`config.mk`:
```
export PLATFORM = sky130hd
export DESIGN_NAME = mips_dmem_arbiter
export DESIGN_NICKNAME = d
export VERILOG_FILES = /design/src/rtl/mips_mem_pkg.sv /design/src/rtl/mips_arb_starve_ctr.sv /design/src/rtl/mips_dmem_arbiter.sv
export SDC_FILE = /design/constraint.sdc
export NUM_CORES = 1
export LEC_CHECK = 0
export CAP_MARGIN = 40
export CORE_AREA = 5 5 84 86
export DETAILED_ROUTE_END_ITERATION = 8
export DIE_AREA = 0 0 89 91
export HOLD_SLACK_MARGIN = 0.08
export PLACE_DENSITY = 0.83
export SLEW_MARGIN = 20
export SYNTH_ARGS = -nofsm -noshare
export SYNTH_HDL_FRONTEND = slang
export SYNTH_SLANG_ARGS = --single-unit
```
`constraint.sdc`:
```
create_clock -name clk -period 5.5 [get_ports clk]
set_clock_uncertainty 0.1 [all_clocks]
set_input_delay 1.1 -clock clk [delete_from_list [all_inputs] [get_ports clk]]
set_output_delay 1.1 -clock clk [all_outputs]
set_load 0.02 [all_outputs]
```
`src/rtl/mips_mem_pkg.sv`:
```
// Shared definitions for the MIPS data-memory arbiter slice.
// Holds default bus widths, the 2-bit arbiter state encoding and the
// SRAM control bundle with its idle (all deasserted) value.
package mips_mem_pkg;

    localparam int unsigned ADDR_W_DEF = 7;
    localparam int unsigned DATA_W_DEF = 32;

    localparam logic [1:0] ST_IDLE    = 2'd0;
    localparam logic [1:0] ST_CORE_RD = 2'd1;
    localparam logic [1:0] ST_DBG_RD  = 2'd2;

    // Active-low SRAM strobes, kept together so they move as one unit
    typedef struct packed {
        logic cen;
        logic wen;
        logic oen;
    } mem_ctrl_t;

    localparam mem_ctrl_t MEM_CTRL_IDLE = 3'b111;

endpackage

```
`src/rtl/mips_arb_starve_ctr.sv`:
```
// Saturating starvation counter for the data-memory arbiter.
// Counts consecutive core grants taken while debug is waiting.
// Ports:
//   clk, rst_n  - clock, synchronous active-low reset
//   clr         - return count to zero (takes priority over inc)
//   inc         - count one more core grant, saturating at STARVE_MAX
//   at_limit    - count has reached STARVE_MAX; debug must be served next
module mips_arb_starve_ctr #(
    parameter int unsigned STARVE_MAX = 4
) (
    input  logic clk,
    input  logic rst_n,
    input  logic clr,
    input  logic inc,
    output logic at_limit
);

    localparam int unsigned CNT_W = $clog2(STARVE_MAX + 1);

    logic [CNT_W-1:0] cnt_q;

    assign at_limit = (cnt_q >= CNT_W'(STARVE_MAX));

    // Saturating count register
    always_ff @(posedge clk) begin
        if (!rst_n || clr) begin
            cnt_q <= '0;
        end else if (inc && !at_limit) begin
            cnt_q <= cnt_q + CNT_W'(1);
        end
    end

endmodule

```
`src/rtl/mips_dmem_arbiter.sv`:
```
// Shares the single-port data SRAM between the single-cycle MIPS core and a
// debug/loader port. The core has fixed priority; core loads take one stall
// cycle to collect the 1-cycle-latency SRAM data. A starvation counter forces
// a debug grant after STARVE_MAX core grants taken while debug waits.
// Ports:
//   clk, rst_n                     - clock, synchronous active-low reset
//   core_cen/wen/oen/a/wdata       - core data port (active-low strobes)
//   core_rdata, core_stall         - load data and PC/regfile hold to the core
//   dbg_req/we/a/wdata             - debug request, held until dbg_gnt
//   dbg_gnt, dbg_rvalid, dbg_rdata - debug grant and read return
//   mem_cen/wen/oen/a/wdata        - SRAM macro controls (combinational)
//   mem_rdata                      - SRAM read data, one cycle after issue
module mips_dmem_arbiter
    import mips_mem_pkg::*;
#(
    parameter int unsigned ADDR_W     = ADDR_W_DEF,
    parameter int unsigned DATA_W     = DATA_W_DEF,
    parameter int unsigned STARVE_MAX = 4
) (
    input  logic              clk,
    input  logic              rst_n,
    input  logic              core_cen,
    input  logic              core_wen,
    input  logic              core_oen,
    input  logic [ADDR_W-1:0] core_a,
    input  logic [DATA_W-1:0] core_wdata,
    output logic [DATA_W-1:0] core_rdata,
    output logic              core_stall,
    input  logic              dbg_req,
    input  logic              dbg_we,
    input  logic [ADDR_W-1:0] dbg_a,
    input  logic [DATA_W-1:0] dbg_wdata,
    output logic              dbg_gnt,
    output logic              dbg_rvalid,
    output logic [DATA_W-1:0] dbg_rdata,
    output logic              mem_cen,
    output logic              mem_wen,
    output logic              mem_oen,
    output logic [ADDR_W-1:0] mem_a,
    output logic [DATA_W-1:0] mem_wdata,
    input  logic [DATA_W-1:0] mem_rdata
);

    logic [1:0] state_q;
    logic [1:0] state_d;
    mem_ctrl_t  mem_ctrl;
    logic       core_wr;
    logic       core_rd;
    logic       core_req;
    logic       core_win;
    logic       dbg_win;
    logic       cnt_clr;
    logic       cnt_inc;
    logic       cnt_at_limit;

    // Decode core request; a store wins when both strobes are low
    assign core_wr  = ~core_cen & ~core_wen;
    assign core_rd  = ~core_cen &  core_wen & ~core_oen;
    assign core_req = core_wr | core_rd;

    // Fixed core priority unless debug has been starved to the limit
    assign core_win = core_req & (~dbg_req | ~cnt_at_limit);
    assign dbg_win  = dbg_req & ~core_win;

    assign mem_cen = mem_ctrl.cen;
    assign mem_wen = mem_ctrl.wen;
    assign mem_oen = mem_ctrl.oen;

    mips_arb_starve_ctr #(
        .STARVE_MAX (STARVE_MAX)
    ) u_starve_ctr (
        .clk      (clk),
        .rst_n    (rst_n),
        .clr      (cnt_clr),
        .inc      (cnt_inc),
        .at_limit (cnt_at_limit)
    );

    // State register
    always_ff @(posedge clk) begin
        if (!rst_n) begin
            state_q <= ST_IDLE;
        end else begin
            state_q <= state_d;
        end
    end

    // Next state: both read-return states last exactly one cycle
    always_comb begin
        state_d = ST_IDLE;
        if (state_q == ST_IDLE) begin
            if (core_win && core_rd) begin
                state_d = ST_CORE_RD;
            end else if (dbg_win && !dbg_we) begin
                state_d = ST_DBG_RD;
            end
        end
    end

    // Outputs: SRAM mux, stall/grant, read return; all held idle in reset
    always_comb begin
        mem_ctrl   = MEM_CTRL_IDLE;
        mem_a      = '0;
        mem_wdata  = '0;
        core_rdata = '0;
        core_stall = 1'b0;
        dbg_gnt    = 1'b0;
        dbg_rvalid = 1'b0;
        dbg_rdata  = '0;
        cnt_clr    = 1'b0;
        cnt_inc    = 1'b0;
        if (rst_n) begin
            case (state_q)
                ST_IDLE: begin
                    if (core_win) begin
                        mem_ctrl   = '{cen: 1'b0, wen: ~core_wr, oen: ~core_rd};
                        mem_a      = core_a;
                        mem_wdata  = core_wr ? core_wdata : '0;
                        core_stall = core_rd;
                        cnt_inc    = dbg_req;
                        cnt_clr    = ~dbg_req;
                    end else if (dbg_win) begin
                        mem_ctrl   = '{cen: 1'b0, wen: ~dbg_we, oen: dbg_we};
                        mem_a      = dbg_a;
                        mem_wdata  = dbg_we ? dbg_wdata : '0;
                        dbg_gnt    = 1'b1;
                        core_stall = core_req;
                        cnt_clr    = 1'b1;
                    end else begin
                        cnt_clr    = 1'b1;
                    end
                end
                // Core load completes; the still-present lw is not re-issued
                ST_CORE_RD: begin
                    core_rdata = mem_rdata;
                end
                ST_DBG_RD: begin
                    dbg_rvalid = 1'b1;
                    dbg_rdata  = mem_rdata;
                    core_stall = core_req;
                end
                default: ;
            endcase
        end
    end

endmodule
```
Figure 1. Gate-type map.
Bar = 20 um.
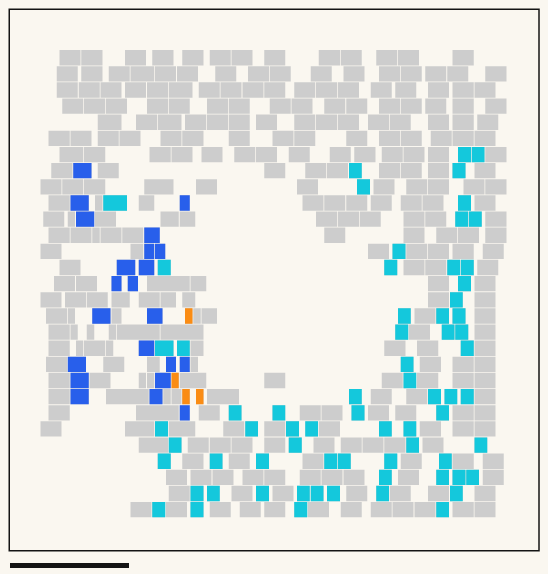
legend:
  blue:
    family: aoi and oai cells
    cells: 22
    where: middle left
  cyan:
    family: and/or cells
    cells: 68
  orange:
    family: inv cells
    cells: 4
Comb/total area: 0.293
most frequent logic cell in the layout: clkdlybuf4s50_1

Figure 2. Where the registers sit.
Other cells in grey.
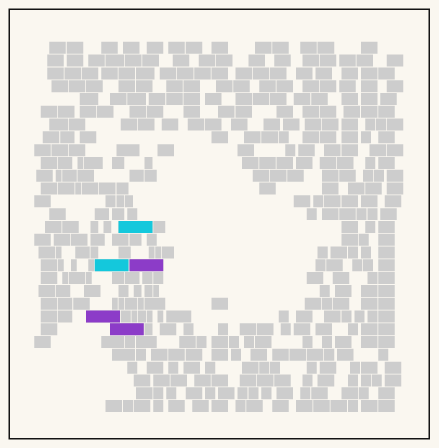
legend:
  purple:
    signal: `u_starve_ctr.cnt_q`
    sequential_cells: 3
  cyan:
    signal: `state_q`
    sequential_cells: 2

==> out/qor.txt <==
FMAX - 212 MHz
adder-cell share of the synthesized area - 0.0191
Tmin final - 4.72 ns
Worst Setup End Kind - primary output
combinational power share - 0.656
Worst Setup Slack post-DPL - 0.782 ns
CP cell instances - clkdlybuf4s50_1, a221oi_1, a32oi_1, nor2_1, clkdlybuf4s50_1
Slew @ Worst Pin - 0.876 ns
total negative setup slack - 0 ns
Top cells excl fill/tap - 225 x clkdlybuf4s50_1, 64 x and2_1, 27 x a32o_1
status - completed
critical path fanouts, max - 17
synthesis-stage register bit count - 5
I/O pin total - 226
total vias in the final route - 2209
relative slew slack - 0.416
chip area - 8100 um2
first drt pass iteration count - 4
Synth Seq Share - 0.0766
RSZ-0062 raised after global routing - false
area of the core - 6200 um2
tool warnings - 28
CTS max path bufs - 2
Antenna Violating Nets Remaining - 0
Crit path top cell by count - clkdlybuf4s50_1
Clock transition at path regs - 0.03 ns
area leader, netlist - and2_1
Pre-Place Util - 0.211
GRT overflow - 0
area grow syn2layout - 175%
Pleak - 1.32 nW
Cell Type Count - 29
CP startpoint kind - input port
Final Setup Violations - 0
max incr delay on CP - 0.86 ns
Storage cell area - 100 um2
Row Count - 29
TritonCTS clock tree - done
clock tree root driver cell - clkbuf_8
Non-Filler Instances - 466
largest net degree at the start of global routing - 36
Internal Power - 0.000213 W
Total Nets Final - 509
CP arrival - 3.52 ns
Syn Inst Count - 178
clock power share - 0.223
xor/xnor share - 0
Cell Count Post-Placement - 461
Synth area leaders - and2_1 31%, a32o_1 21%, dfxtp_1 7.7%, a32oi_1 4.7%, a32o_2 4.3%
fin crit share - 0.858
Total Routing Usage GR - 0.174
Figure 3. Wiring by layer.
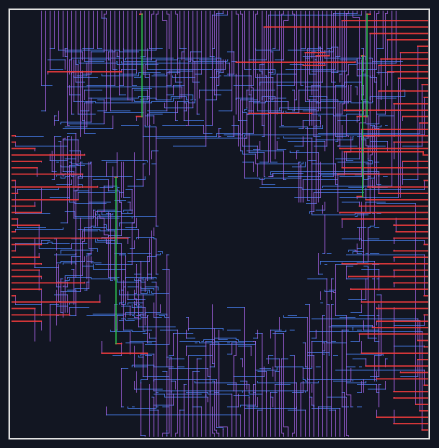
legend:
  purple:
    layer: M2
    wire_length: 4330 um
  green:
    layer: M4
    wire_length: 109 um
  blue:
    layer: M1
    wire_length: 2640 um
  red:
    layer: M3
    wire_length: 917 um

[cell families after synthesis]
kind of cell	count (synthesis)
AOI/OAI and AO/OA	56
adders and majority gates	2
buffers and inverters	26
DFF	5
and+or+nand+nor	89
[routing by layer]
metal / wire [um] / GRT usage / part of all wire
met1: 2640 / 0.177 / 0.33
met2: 4330 / 0.342 / 0.54
met3: 916 / 0.0425 / 0.11
met4: 108 / 0.0422 / 0.014
met5: 0 / 0 / 0
[stage by stage]
| stage | util | cell area (um2) | total power [W] |
|---|---|---|---|
| 2_1_floorplan | - | 1310 | 0.000114 |
| 3_3_place_gp | 0.571 | 3540 | 0.000243 |
| 3_5_place_dp | 0.571 | 3540 | 0.000245 |
| 4_1_cts | 0.578 | 3590 | 0.000319 |
| 5_1_grt | 0.580 | 3600 | 0.000330 |
| 6_report | 0.580 | 3600 | 0.000316 |
[cell usage after synthesis, drive strengths merged]
cell	number
and2	64
a32o	32
clkbuf	13
nor2	11
buf	9
a32oi	7
a211oi	5
dfxtp	5
o21ai	5
inv	4
a21oi	3
and3	3
nand2	3
ha	2
nor2b	2
a211o	1
a21o	1
a221oi	1
nand2b	1
nand3	1
nand4	1
nor3	1
nor3b	1
o22ai	1
or3b	1
[tightest hold or removal path: cells and delay by family, from the launching register on]
kind / cells / cell delay, ns
DFF: 1 / 0.31
AOI/OAI and AO/OA: 1 / 0.06
and+or+nand+nor: 1 / 0.06
[worst paths after layout]
check / start / to / slack [ns] / depth (start not counted)
max: dbg_req / mem_a[5] / 0.78 / 5
min: u_starve_ctr.cnt_q[0] / u_starve_ctr.cnt_q[0] / 0.39 / 2
max reg2reg: state_q[0] / state_q[0] / 4.19 / 4
min reg2reg: u_starve_ctr.cnt_q[0] / u_starve_ctr.cnt_q[0] / 0.39 / 2
[flip-flops by register name, summed over array words and instances, names as in the netlist]
register / flops
u_starve_ctr.cnt_q: 3
state_q: 2
[power by group through the flow]
stage	registers (W)	clock network [W]	logic, W
2_1_floorplan	0.0000385	0	0.0000753
3_3_place_gp	0.0000387	0	0.000204
3_5_place_dp	0.0000387	0	0.000207
4_1_cts	0.0000381	0.0000730	0.000208
5_1_grt	0.0000383	0.0000732	0.000219
6_report	0.0000382	0.0000703	0.000207
[layout make-up]
class / instances / share of cell area
tap: 77 / 0.0268
timing repair buffer: 229 / 0.636
multi-input combinational: 147 / 0.293
clock buffer: 4 / 0.0125
inverter: 4 / 0.00417
sequential: 5 / 0.0278
No activity file was given, so power comes from the tool's default toggle rates.
